--- src/rtl/snn_window_ctrl.sv ---
// snn_window_ctrl
// Sequencing controller for a 4-input / 2-output spiking network.
// Accepts one four-channel sensor sample (in_valid/in_ready), holds it on the
// network inputs, clears the network, then pulses snn_en once per time step
// for WINDOW steps while counting output spikes of neurons 0 and 1. At the end
// of the window it presents saturated counts and a steering decision
// (res_valid/res_ready).
//
// Ports:
//   clk, rst                 clock, asynchronous active-low reset
//   in_valid, in_ready       sample handshake (in_ready = controller idle)
//   s_fl/s_ml/s_mr/s_fr      sensor readings (12 bit)
//   snn_fl/ml/mr/fr          registered sensor values driven to the network
//   snn_rst, snn_en          network synchronous reset / time-step enable
//   snn_spike                network output spikes (bits 0 and 1 are counted)
//   abort                    cancel evaluation in CLEAR/RUN/DRAIN
//   res_valid, res_ready     result handshake
//   cnt_l, cnt_r, decision   spike counts and 00 none/01 left/10 right/11 ambiguous
module snn_window_ctrl #(
    parameter int EXCNUM     = 2,
    parameter int WINDOW     = 16,
    parameter int STEP_DIV   = 4,
    parameter int CLR_CYCLES = 2,
    parameter int CNTW       = 8,
    parameter int MARGIN     = 2
) (
    input  logic              clk,
    input  logic              rst,
    input  logic              in_valid,
    output logic              in_ready,
    input  logic [11:0]       s_fl,
    input  logic [11:0]       s_ml,
    input  logic [11:0]       s_mr,
    input  logic [11:0]       s_fr,
    output logic [11:0]       snn_fl,
    output logic [11:0]       snn_ml,
    output logic [11:0]       snn_mr,
    output logic [11:0]       snn_fr,
    output logic              snn_rst,
    output logic              snn_en,
    input  logic [EXCNUM-1:0] snn_spike,
    input  logic              abort,
    output logic              res_valid,
    input  logic              res_ready,
    output logic [CNTW-1:0]   cnt_l,
    output logic [CNTW-1:0]   cnt_r,
    output logic [1:0]        decision
);

    typedef enum logic [2:0] {IDLE, CLEAR, RUN, DRAIN, DONE} state_t;

    localparam int SW = $clog2(STEP_DIV + 1);
    localparam int PW = $clog2(WINDOW + 1);
    localparam int CW = $clog2(CLR_CYCLES + 1);
    localparam logic [SW-1:0]   STEP_LAST  = SW'(STEP_DIV - 1);
    localparam logic [PW-1:0]   PULSE_LAST = PW'(WINDOW - 1);
    localparam logic [CW-1:0]   CLR_LAST   = CW'(CLR_CYCLES - 1);
    localparam logic [CNTW-1:0] CNT_MAX    = {CNTW{1'b1}};
    localparam logic [CNTW:0]   MARG       = (CNTW + 1)'(MARGIN);

    state_t          state, state_nx;
    logic [SW-1:0]   step, step_nx;
    logic [PW-1:0]   pulse, pulse_nx;
    logic [CW-1:0]   clr_cnt, clr_nx;
    logic [CNTW-1:0] acc_l, acc_r, acc_l_nx, acc_r_nx, acc_l_upd, acc_r_upd;
    logic [CNTW-1:0] cnt_l_nx, cnt_r_nx;
    logic [1:0]      dec_nx, dec_calc;
    logic            en_nx, rst_nx, res_valid_nx, smp, sampling, capture;
    logic [CNTW:0]   l_ext, r_ext, l_plus, r_plus;

    assign in_ready = (state == IDLE);
    assign capture  = (state == IDLE) && in_valid;

    // smp marks the cycle right after an enable pulse: the only cycle in which
    // the network output of that time step is valid.
    assign sampling  = smp && (state == RUN || state == DRAIN);
    assign acc_l_upd = (sampling && snn_spike[0] && acc_l != CNT_MAX) ? acc_l + 1'b1 : acc_l;
    assign acc_r_upd = (sampling && snn_spike[1] && acc_r != CNT_MAX) ? acc_r + 1'b1 : acc_r;

    // Decision uses the counts including the DRAIN-cycle sample, widened by
    // one bit so count+MARGIN cannot wrap.
    assign l_ext  = {1'b0, acc_l_upd};
    assign r_ext  = {1'b0, acc_r_upd};
    assign l_plus = l_ext + MARG;
    assign r_plus = r_ext + MARG;

    always_comb begin
        dec_calc = 2'b11;
        if (acc_l_upd == '0 && acc_r_upd == '0) dec_calc = 2'b00;
        else if (l_ext > r_plus)                dec_calc = 2'b01;
        else if (r_ext > l_plus)                dec_calc = 2'b10;
    end

    always_comb begin
        state_nx     = state;
        step_nx      = step;
        pulse_nx     = pulse;
        clr_nx       = clr_cnt;
        acc_l_nx     = acc_l_upd;
        acc_r_nx     = acc_r_upd;
        en_nx        = 1'b0;
        res_valid_nx = res_valid;
        cnt_l_nx     = cnt_l;
        cnt_r_nx     = cnt_r;
        dec_nx       = decision;
        case (state)
            IDLE: begin
                if (in_valid) begin
                    state_nx = CLEAR;
                    clr_nx   = '0;
                    acc_l_nx = '0;
                    acc_r_nx = '0;
                end
            end
            CLEAR: begin
                if (clr_cnt == CLR_LAST) begin
                    state_nx = RUN;
                    step_nx  = '0;
                    pulse_nx = '0;
                    en_nx    = 1'b1;
                end else begin
                    clr_nx = clr_cnt + 1'b1;
                end
            end
            RUN: begin
                if (step == STEP_LAST) begin
                    step_nx = '0;
                    if (pulse == PULSE_LAST) begin
                        state_nx = DRAIN;
                    end else begin
                        pulse_nx = pulse + 1'b1;
                        en_nx    = 1'b1;
                    end
                end else begin
                    step_nx = step + 1'b1;
                end
            end
            DRAIN: begin
                state_nx     = DONE;
                res_valid_nx = 1'b1;
                cnt_l_nx     = acc_l_upd;
                cnt_r_nx     = acc_r_upd;
                dec_nx       = dec_calc;
            end
            DONE: begin
                if (res_ready) begin
                    state_nx     = IDLE;
                    res_valid_nx = 1'b0;
                end
            end
            default: state_nx = IDLE;
        endcase
        // abort overrides everything in the active phases, including the
        // DRAIN cycle that would otherwise publish a result.
        if (abort && (state == CLEAR || state == RUN || state == DRAIN)) begin
            state_nx     = IDLE;
            en_nx        = 1'b0;
            acc_l_nx     = '0;
            acc_r_nx     = '0;
            res_valid_nx = res_valid;
            cnt_l_nx     = cnt_l;
            cnt_r_nx     = cnt_r;
            dec_nx       = decision;
        end
        rst_nx = !(state_nx == RUN || state_nx == DRAIN);
    end

    always_ff @(posedge clk or negedge rst) begin
        if (!rst) begin
            state     <= IDLE;
            step      <= '0;
            pulse     <= '0;
            clr_cnt   <= '0;
            acc_l     <= '0;
            acc_r     <= '0;
            smp       <= 1'b0;
            snn_en    <= 1'b0;
            snn_rst   <= 1'b1;
            res_valid <= 1'b0;
            cnt_l     <= '0;
            cnt_r     <= '0;
            decision  <= 2'b00;
        end else begin
            state     <= state_nx;
            step      <= step_nx;
            pulse     <= pulse_nx;
            clr_cnt   <= clr_nx;
            acc_l     <= acc_l_nx;
            acc_r     <= acc_r_nx;
            smp       <= snn_en;
            snn_en    <= en_nx;
            snn_rst   <= rst_nx;
            res_valid <= res_valid_nx;
            cnt_l     <= cnt_l_nx;
            cnt_r     <= cnt_r_nx;
            decision  <= dec_nx;
        end
    end

    always_ff @(posedge clk or negedge rst) begin
        if (!rst) begin
            snn_fl <= '0;
            snn_ml <= '0;
            snn_mr <= '0;
            snn_fr <= '0;
        end else if (capture) begin
            snn_fl <= s_fl;
            snn_ml <= s_ml;
            snn_mr <= s_mr;
            snn_fr <= s_fr;
        end
    end

endmodule

--- config.mk ---
export PLATFORM = sky130hd
export DESIGN_NAME = snn_window_ctrl
export DESIGN_NICKNAME = d
export VERILOG_FILES = /design/src/rtl/snn_window_ctrl.sv
export SDC_FILE = /design/constraint.sdc
export NUM_CORES = 1
export LEC_CHECK = 0
export ABC_CLOCK_PERIOD_IN_PS = 4400
export CAP_MARGIN = 25
export CORE_MARGIN = 2
export CORE_UTILIZATION = 49
export CTS_BUF_LIST = sky130_fd_sc_hd__clkbuf_8 sky130_fd_sc_hd__clkbuf_16
export DETAILED_ROUTE_END_ITERATION = 12
export PLACE_DENSITY = 0.82
export SYNTH_ARGS = -nofsm -noshare
export SYNTH_HDL_FRONTEND = slang
export SYNTH_SLANG_ARGS = --single-unit
--- constraint.sdc ---
create_clock -name clk -period 4.4 [get_ports clk]
set_clock_uncertainty 0.2 [all_clocks]
set_input_delay 0.44 -clock clk [delete_from_list [all_inputs] [get_ports clk]]
set_output_delay 0.44 -clock clk [all_outputs]
set_load 0.1 [all_outputs]
==> run_1/port_trees.png <==
Scale bar: 20 microns.
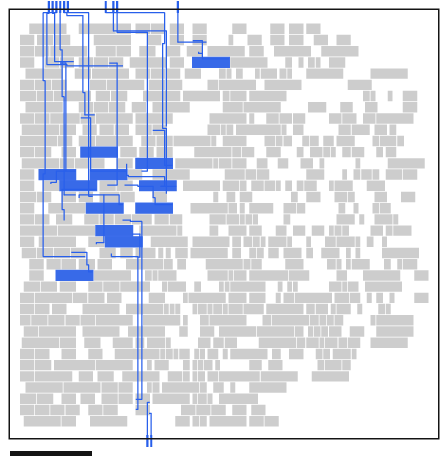
colour	port	direction	edge	end cells	buffers	wire
blue	`snn_mr`	output	10 top, 2 bottom	12	12	746 microns
number of I/O pins: 125
number of I/O port buffers: 124

==> run_1/ff_map.png <==
Scale bar: 20 microns. Other sequential cells in the stronger grey, the rest of the logic in the fainter grey.
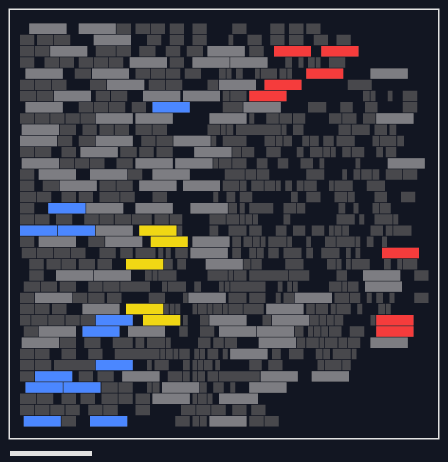
colour	netlist name	flops
yellow	`pulse`	5
red	`cnt_l`	8
blue	`snn_ml`	12
not coloured	74
Final Util: 67.91%
Storage cell area: 2479 sq um

==> run_1/layers.png <==
Two of the layers only.
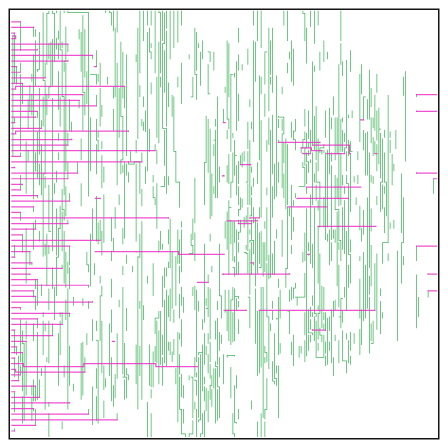
colour	layer	wire length
green	M2	5880 microns
magenta	M3	962 microns
Total GRT Usage: 23.17%
total routed wirelength: 11.86 mm
wire per inst: 16.94 microns

==> flow_metrics.tcl, run 1 <==
# flow metrics
set metrics [dict create \
    via_count 3731 \
    yosys_top_cell_area_share_pct 50.20 \
    timing.critical_path.required_ns 4.49 \
    gpl.final_weighted_congestion 0.9937 \
    worst_min_delay_path_class "register to register" \
    met3_length_microns 961 \
    slew_headroom_pct 29.58 \
    chip_area_sq_um 10780 \
    route.layer.met1.wl_mm 4.793 \
    fmax_ghz 0.2601 \
    cts_max_path_buffers 2 \
    die_w_microns 103.8 \
    grt_antenna_before_repair 0 \
    dominantRegCellSynth "sky130_fd_sc_hd__dfrtp_1" \
    most-common-layout-cells "123 x sky130_fd_sc_hd__clkdlybuf4s50_1, 98 x sky130_fd_sc_hd__dfrtp_1, 55 x sky130_fd_sc_hd__mux2_2, 40 x sky130_fd_sc_hd__nand2_1, 25 x sky130_fd_sc_hd__nor2_1" \
    post_synth_main_area_contributors "sky130_fd_sc_hd__dfrtp_1 50%, sky130_fd_sc_hd__mux2_2 13%, sky130_fd_sc_hd__ha_1 5.4%, sky130_fd_sc_hd__nand2_1 3.1%, sky130_fd_sc_hd__xnor2_1 2.3%" \
    clock_tree.htree_level_count 3 \
    setup_viol_count_final 0 \
    layout-drive-gt1-share_pct 17.64 \
    ys_seq_share_pct 50.74 \
    timing.final.crit_share_pct 87.39 \
    critPathLaunchType "register" \
    maxUsedRoutingLayer "met4" \
    detailed_place_hpwl_mm 8.921 \
    routed_via_density 5.330 \
    wl_met2_mm 5.875 \
    clkLatencyLatePin_ns 0.36 \
    insertedDiodeCount 0 \
    cts.repair_timing.setup_buffer_count 0 \
    synth-edff-count 0 \
    grt_pass1_vias 3993 \
    maxSlewViolCount 0 \
    yosysWarnings 0 \
    critical-path-slowest-cell "sky130_fd_sc_hd__dfrtp_1" \
    cp.buffers_inverters 0 \
    finalCriticalPeriod_ns 3.845 \
    synth.cell_area_sq_um 4885 \
    tritoncts "yes" \
    cp_max_fo 6 \
    grt_pass1_wl_mm 19.95 \
    clock_sink_count 99 \
    syn_nets 502 \
    logic_area_sq_um 2261 \
    grt_overflow 0 \
    grt_max_degree 77 \
    hold_viol_final 0 \
    proportion_of_synthesized_flip_flops_having_asynchronous_set_or_reset_pct 100.0 \
    setup.worst_path.end_class "register" \
    resized_gates_after_cts 0 \
    drc 0 \
    ys_ff 99 \
    area.growth.synth_to_final_pct 35.27 \
    criticalPathCategory "register to register" \
    yosysChipArea_sq_um 4885 \
    cts_inserted_buffers 9 \
    finalSetupTns_ns 0 \
    ys_cells 426 \
    tool_warnings 27 \
    ordered_list_of_cells_on_the_worst_path "ha_1 > nand3_1 > o211ai_1 > nand2_1 > ha_1 > nand3_1 > nor3_1 > xnor2_1 > ha_1 > nand3_1 > a21o_1 > a221oi_1 > and3b_1 > a221o_1 > a32oi_1" \
    drt_pass1_iterations 4 \
    status "complete, no violations" \
    initial_core_util_pct 50.21 \
    net_count_final 638 \
    synth.distinct_cells 55 \
    grt_setup_unrepaired "false" \
    layout.cells.most_common "sky130_fd_sc_hd__clkdlybuf4s50_1" \
    drv.max_cap_violation_count 0 \
    worst_pin_slew_ns 1.053 \
    syn-instance-count 426 \
    syn_area_per_cell_sq_um 11.47 \
]
## run 1: worst paths after layout
| kind | depth (start not counted) | end | startpoint | slack, ns |
|---|---|---|---|---|
| worst max-delay path | 15 | decision[0] | acc_r[1] | 0.56 |
| worst min-delay path | 0 | smp | snn_en | 0.19 |
| worst max register to register | 15 | decision[0] | acc_r[1] | 0.56 |
| worst min register to register | 0 | smp | snn_en | 0.19 |
| max in group asynchronous | 4 | snn_fr[4] | rst | 2.86 |
| min in group asynchronous | 2 | snn_fr[7] | rst | 0.24 |
## run 1: kinds of logic (layout without fill, tap and decap cells)
logic type                 Yosys count  after routing  synth area share [%]
and+or+nand+nor                    134            134                 14.65
DFF                                 99             99                 50.74
muxes                               61             61                 13.91
AOI/OAI and AO/OA                   60             60                 8.428
buffers and inverters               31            172                 2.997
adders and majority gates           21             21                 5.379
xor gates and xnor gates            20             20                 3.893
## run 1: cell usage after synthesis (all sizes together), types with 2 or more instances
cell type / n
a41o: 2
a32oi: 2
and2: 3
and4: 6
xnor2: 15
clkbuf: 8
nand3: 12
o21ai: 20
ha: 21
nand2: 40
and3: 10
a21oi: 17
nor3: 11
and4b: 3
nor2b: 8
mux2i: 6
xor2: 5
buf: 6
inv: 17
a21o: 3
dfrtp: 98
a221oi: 4
nand4: 7
mux2: 55
nor3b: 2
nand2b: 2
nor2: 25
## run 1: metrics by stage
step	utilization [%]	hold slack (ns)	worst slack (ns)	cell area (sq um)	instances
after CTS	67.25	0.04334	0.5892	6543	697
after global placement	64.66	0.1737	0.4174	6291	680
after detailed placement	64.87	0.1689	0.3135	6311	681
final	67.91	0.1928	0.5550	6608	700
after global routing	67.91	0.2275	0.2509	6608	700
after floorplan	-	-0.05559	0.3036	4885	426
## run 1: final cells by class
cell class / count / share of cell area (%)
Multi-Input combinational cell: 296 / 34.22
Inverter: 17 / 0.9657
Clock buffer: 10 / 2.083
Sequential cell: 99 / 37.51
Tap cell: 133 / 2.518
Clock inverter: 6 / 1.420
Timing Repair Buffer: 139 / 21.28
## run 1: flip-flops by register name, summed over array words and instances, names as in the netlist
| name | cells |
|---|---|
| snn_fl | 12 |
| cnt_r | 8 |
| res_valid | 1 |
| acc_r | 8 |
| snn_ml | 12 |
| decision | 2 |
| clr_cnt | 2 |
| snn_rst | 1 |
| smp | 1 |
| snn_fr | 12 |
| snn_mr | 12 |
| acc_l | 8 |
| state | 3 |
| pulse | 5 |
| snn_en | 1 |
| step | 3 |
| cnt_l | 8 |
## run 1: metal layers
layer  up-vias  GRT usage [%]
met5         -              0
met4         0          8.205
met3        22          7.426
met2       122          40.27
met1      1797          26.89
li1       1790              -
## run 1: repair_timing
item / CTS / global route
hold endpoints to repair: 0 / 66
setup endpoints to repair: 0 / 0
hold buffers: 0 / 1
==> run_1/congestion_map.png <==
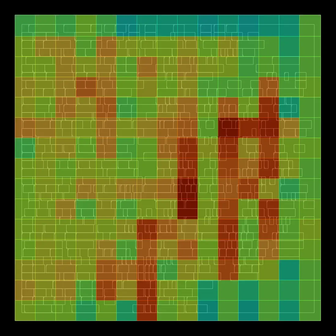

==> run 1 -> run 2 <==
--- a/config.mk
+++ b/config.mk
@@ -6,7 +6,7 @@
 export NUM_CORES = 1
 export LEC_CHECK = 0
 export ABC_CLOCK_PERIOD_IN_PS = 4400
-export CAP_MARGIN = 25
+export CAP_MARGIN = 20
 export CORE_MARGIN = 2
 export CORE_UTILIZATION = 49
 export CTS_BUF_LIST = sky130_fd_sc_hd__clkbuf_8 sky130_fd_sc_hd__clkbuf_16
==> run_2/congestion_map.png <==
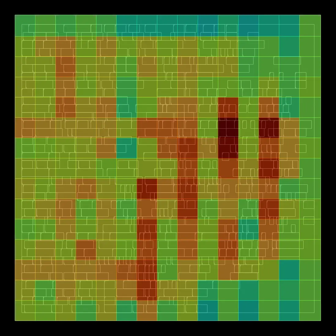
Total GRT Usage: 23.07%
global-route track usage on met2: 40.08%

==> run_2/layers.png <==
Two of the layers only.
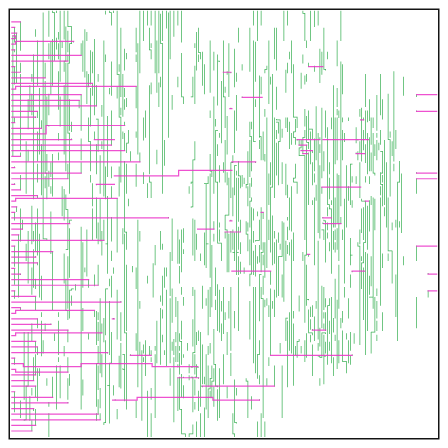
colour	layer	wire length
green	M2	5840 microns
magenta	M3	1060 microns
overall via count from detail_route: 3769
wire per inst: 16.97 microns
total routed wirelength: 11.85 mm

==> flow_metrics.tcl, run 2 <==
# flow metrics
set metrics [dict create \
    area.growth.synth_to_final_pct 34.32 \
    setup.worst_path.end_class "register" \
    worst_hold_slack_after_final_layout_ns 0.01100 \
    resized_gates_after_cts 0 \
    hold_viol_final 0 \
    synth-edff-count 0 \
    routed_via_density 5.400 \
    most-common-layout-cells "123 x sky130_fd_sc_hd__clkdlybuf4s50_1, 98 x sky130_fd_sc_hd__dfrtp_1, 55 x sky130_fd_sc_hd__mux2_2, 40 x sky130_fd_sc_hd__nand2_1, 25 x sky130_fd_sc_hd__nor2_1" \
    drc 0 \
    synth.distinct_cells 55 \
    critPathLaunchType "register" \
    layout.cells.most_common "sky130_fd_sc_hd__clkdlybuf4s50_1" \
    drt_pass1_iterations 4 \
    ys_ff 99 \
    ys_seq_share_pct 50.74 \
    yosysChipArea_sq_um 4885 \
    yosys_top_cell_area_share_pct 50.20 \
    syn_nets 502 \
    grt_overflow 0 \
    grt_pass1_wl_mm 19.66 \
    synth_dominant_cell_count "sky130_fd_sc_hd__dfrtp_1" \
    syn_area_per_cell_sq_um 11.47 \
    tool_warnings 27 \
    design.portCount 125 \
    proportion_of_synthesized_flip_flops_having_asynchronous_set_or_reset_pct 100.0 \
    tritoncts "yes" \
    syn-instance-count 426 \
    post_synth_main_area_contributors "sky130_fd_sc_hd__dfrtp_1 50%, sky130_fd_sc_hd__mux2_2 13%, sky130_fd_sc_hd__ha_1 5.4%, sky130_fd_sc_hd__nand2_1 3.1%, sky130_fd_sc_hd__xnor2_1 2.3%" \
    initial_core_util_pct 50.21 \
    die_w_microns 103.8 \
    yosysWarnings 0 \
    ordered_list_of_cells_on_the_worst_path "ha_1 > nand3_1 > o211ai_1 > nand2_1 > ha_1 > nand3_1 > nor3_1 > xnor2_1 > ha_1 > nand3_1 > a21o_1 > a221oi_1 > and3b_1 > a221o_1 > a32oi_1" \
    grt_max_degree 77 \
    port_buffers 124 \
    drv.max_cap_violation_count 0 \
    cp_max_fo 6 \
    net_count_final 636 \
    cp-startpoint "acc_r[0]" \
    setup_viol_count_final 0 \
    timing.final.crit_share_pct 87.31 \
    cp.buffers_inverters 0 \
    clkLatencyLatePin_ns 0.37 \
    timing.critical_path.required_ns 4.50 \
    dpl_worst_slack_ns 0.3515 \
    dominantRegCellSynth "sky130_fd_sc_hd__dfrtp_1" \
    synthTopCellsByCount "98 x sky130_fd_sc_hd__dfrtp_1, 55 x sky130_fd_sc_hd__mux2_2, 40 x sky130_fd_sc_hd__nand2_1" \
    cts.repair_timing.setup_buffer_count 0 \
    worst_pin_slew_ns 1.043 \
    critical-path-slowest-cell "sky130_fd_sc_hd__dfrtp_1" \
    status "complete, no violations" \
    ys_cells 426 \
    finalCriticalPeriod_ns 3.842 \
    cts_hold_buffers 0 \
    synth.cell_area_sq_um 4885 \
    grt_setup_unrepaired "false" \
    gpl.final_weighted_congestion 0.9937 \
    layout-drive-gt1-share_pct 17.35 \
    detailed_place_hpwl_mm 8.943 \
    dpl-instance-area_sq_um 6291 \
    cts_max_path_buffers 2 \
    clock_sink_count 99 \
    grt_pass1_vias 4005 \
    grt_antenna_before_repair 0 \
]
==> run 2: netlist changes by cell type in the layout (fill, tap and decap cells not counted), sizes merged <==
cell,before,now
clkinv,0,2
clkinvlp,1,0
dlygate4sd3,1,0
buf,15,14
clkbuf,10,9
==> run 2: worst reg2reg max path: cells and delay by family (launching register included) <==
family / cells / cell delay [ns]
compound gates: 5 / 1.21
xor+xnor: 1 / 0.14
fa+ha+maj: 3 / 0.85
flops: 1 / 0.42
simple gates: 6 / 0.93
==> run 2: final timing paths <==
kind / to / slack (ns) / cells after the start
setup / recovery: decision[0] / 0.56 / 15
hold / removal: snn_fr[7] / 0.01 / 1
setup reg to reg: decision[0] / 0.56 / 15
hold reg to reg: smp / 0.19 / 0
max in group asynchronous: snn_fr[4] / 3.12 / 2
min in group clk: smp / 0.19 / 0
==> run 2: final cells by class <==
cell class,instances,area [sq um]
fill,738,3168
sequential,99,2479
multi-input combinational,296,2261
timing repair buffer,137,1369
tap,133,166.4
clock buffer,9,123.9
clock inverter,7,98.84
inverter,17,63.81
==> run 2: kinds of logic (layout without fill, tap and decap cells) <==
kind of cell / count (synthesis) / count (layout) / synth area share (%)
AOI/OAI and AO/OA: 60 / 60 / 8.428
xor gates and xnor gates: 20 / 20 / 3.893
adders and majority gates: 21 / 21 / 5.379
buffers and inverters: 31 / 170 / 2.997
DFF: 99 / 99 / 50.74
muxes: 61 / 61 / 13.91
and+or+nand+nor: 134 / 134 / 14.65
==> run 2: layer usage <==
metal	GRT usage, %	up-vias	wire (microns)
met5	0	-	0
met4	8.398	0	265
met3	9.440	24	1064
met2	40.08	126	5844
met1	25.33	1833	4672
li1	-	1786	-
==> run 2: per-stage QoR <==
step,utilization (%),cells
5_1_grt,67.44,698
2_1_floorplan,-,426
3_3_place_gp,64.66,680
4_1_cts,66.95,696
6_report,67.44,698
3_5_place_dp,64.66,680
==> run_2/ff_map.png <==
Scale bar: 20 microns. Other sequential cells in the stronger grey, the rest of the logic in the fainter grey.
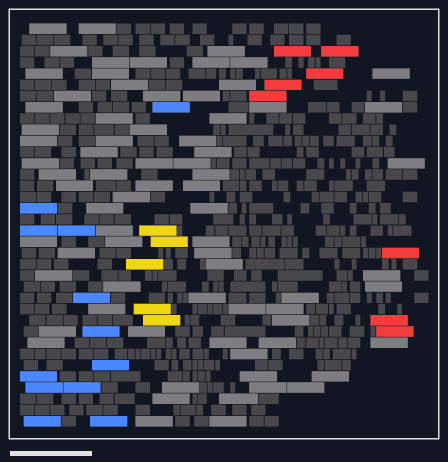

==> run 2 -> run 3 <==
==> config.mk (replaced) <==
export PLATFORM = sky130hd
export DESIGN_NAME = snn_window_ctrl
export DESIGN_NICKNAME = d
export VERILOG_FILES = /design/src/rtl/snn_window_ctrl.sv
export SDC_FILE = /design/constraint.sdc
export NUM_CORES = 1
export LEC_CHECK = 0
export ABC_AREA = 1
export ABC_CLOCK_PERIOD_IN_PS = 4400
export CAP_MARGIN = 10
export CELL_PAD_IN_SITES_DETAIL_PLACEMENT = 0
export CELL_PAD_IN_SITES_GLOBAL_PLACEMENT = 1
export CORE_MARGIN = 2
export CORE_UTILIZATION = 38
export CTS_BUF_LIST = sky130_fd_sc_hd__clkbuf_8 sky130_fd_sc_hd__clkbuf_16
export DETAILED_ROUTE_END_ITERATION = 12
export PLACE_DENSITY = 0.83
export SYNTH_ARGS = -nofsm -noshare
export SYNTH_HDL_FRONTEND = slang
export SYNTH_SLANG_ARGS = --single-unit
==> run_3/ff_map.png <==
Scale bar: 20 microns. Other sequential cells in the stronger grey, the rest of the logic in the fainter grey.
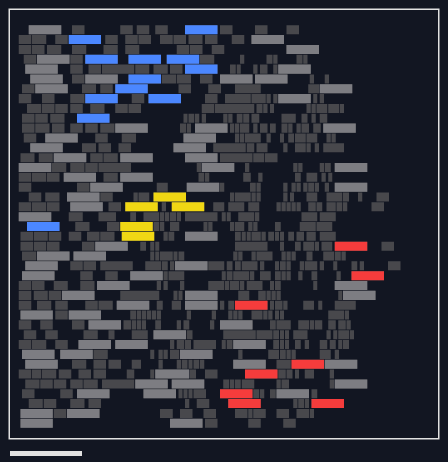
colour	netlist name	flops
yellow	`pulse`	5
red	`cnt_l`	8
blue	`snn_ml`	12
not coloured	74
Final Util: 53.02%
share of cell area taken by flip-flops and latches: 36.90%

==> flow_metrics.tcl, run 3 <==
# flow metrics
set metrics [dict create \
    drv.max_cap_violation_count 0 \
    grt_pass1_vias 4139 \
    net_count_final 706 \
    grt_antenna_before_repair 0 \
    resized_gates_after_cts 0 \
    synth.comb.largest_family "simple AND/OR/NAND/NOR gates" \
    synth_simple_gate_area_share_pct 19.44 \
    layout-drive-gt1-share_pct 16.38 \
    slew_headroom_pct 30.35 \
    ordered_list_of_cells_on_the_worst_path "ha_1 > nand2_1 > nor2_4 > nand2_2 > nand2_4 > nand2_1 > nand2_1 > ha_1 > nand2_1 > nor2_1 > nand3_1 > xor2_1 > ha_1 > and3_1 > nor3b_1 > nand3_1 > nand2_1 > a21oi_1 > nand2_1 > nand2_1 > nand2_1" \
    synth.distinct_cells 45 \
    synth_dominant_cell_count "sky130_fd_sc_hd__dfrtp_1" \
    cts_inserted_buffers 9 \
    cts.repair_timing.setup_buffer_count 0 \
    status "complete, no violations" \
    setup_slack_ns 0.9534 \
    finalCriticalPeriod_ns 3.447 \
    fmax_ghz 0.2901 \
    post_synth_main_area_contributors "sky130_fd_sc_hd__dfrtp_1 49%, sky130_fd_sc_hd__mux2_2 11%, sky130_fd_sc_hd__nand2_1 7.2%, sky130_fd_sc_hd__ha_1 5.3%, sky130_fd_sc_hd__inv_1 3.6%" \
    cp_max_fo 8 \
    cts_hold_buffers 0 \
    tritoncts "yes" \
    yosysWarnings 0 \
    drc 0 \
    synth-edff-count 0 \
    grt_overflow 0 \
    layout.cells.most_common "sky130_fd_sc_hd__clkdlybuf4s50_1" \
    grt_max_degree 76 \
    clock_tree.htree_level_count 3 \
    syn_area_per_cell_sq_um 9.858 \
    cp.buffers_inverters 0 \
    initial_core_util_pct 39.21 \
]
==> run_3/layers.png <==
Two of the layers only.
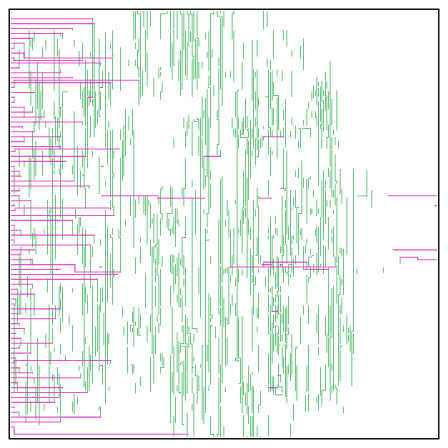
colour	layer	wire length
magenta	M3	1110 microns
green	M2	5810 microns
Total GRT Usage: 17.63%
wire per inst: 14.53 microns
overall via count from detail_route: 3868
total routed wirelength: 11.73 mm

-- run 3: cell count changes in the layout (fill, tap and decap cells not counted), sizes merged, moves of 9 or more --
cell,before,now
nand2,40,106
xnor2,15,5
nand3,12,24
inv,20,57
buf,14,3
nor2,25,48
xor2,5,14
-- run 3: cell families (layout without fill, tap and decap cells) --
group,after synthesis,in the layout
multiplexers,48,48
AND/OR/NAND/NOR,203,203
flip-flops,99,99
adder cells (fa/ha/maj),21,21
buffers and inverters,68,199
AND-OR/OR-AND,46,46
XOR/XNOR,19,19
-- run 3: metal layers --
| layer | routed length (microns) | up-vias | share of wire [%] | GRT usage (%) |
|---|---|---|---|---|
| li1 | - | 1888 | - | - |
| met1 | 4604 | 1851 | 39 | 19.31 |
| met2 | 5808 | 114 | 50 | 30.17 |
| met3 | 1112 | 15 | 9.5 | 7.432 |
| met4 | 200 | 0 | 1.7 | 6.928 |
| met5 | 0 | - | 0 | 0 |
-- run 3: path summary, 6_finish.rpt --
kind | start | to | slack, ns | cells past startpoint
setup / recovery | acc_l[1] | decision[0] | 0.95 | 21
hold / removal | rst | snn_mr[1] | 0.02 | 1
setup reg to reg | acc_l[1] | decision[0] | 0.95 | 21
hold reg to reg | snn_en | smp | 0.17 | 0
max in group asynchronous | rst | snn_rst | 3.03 | 2
min in group clk | snn_en | smp | 0.17 | 0
-- run 3: area by class of cell --
| cell class | count | area [sq um] |
|---|---|---|
| clock buffers | 10 | 239.0 |
| clock inverters | 6 | 87.58 |
| fillers | 1149 | 5953 |
| inverters | 57 | 216.5 |
| multi-input cells | 337 | 2227 |
| flip-flops and latches | 99 | 2479 |
| well taps | 172 | 215.2 |
| repair buffers | 126 | 1254 |
-- run 3: stage by stage --
step,std cells,cell area [sq um]
floorplan,504,4969
global placement,791,6391
detailed placement,791,6391
CTS,807,6718
global route,807,6718
finish,807,6718
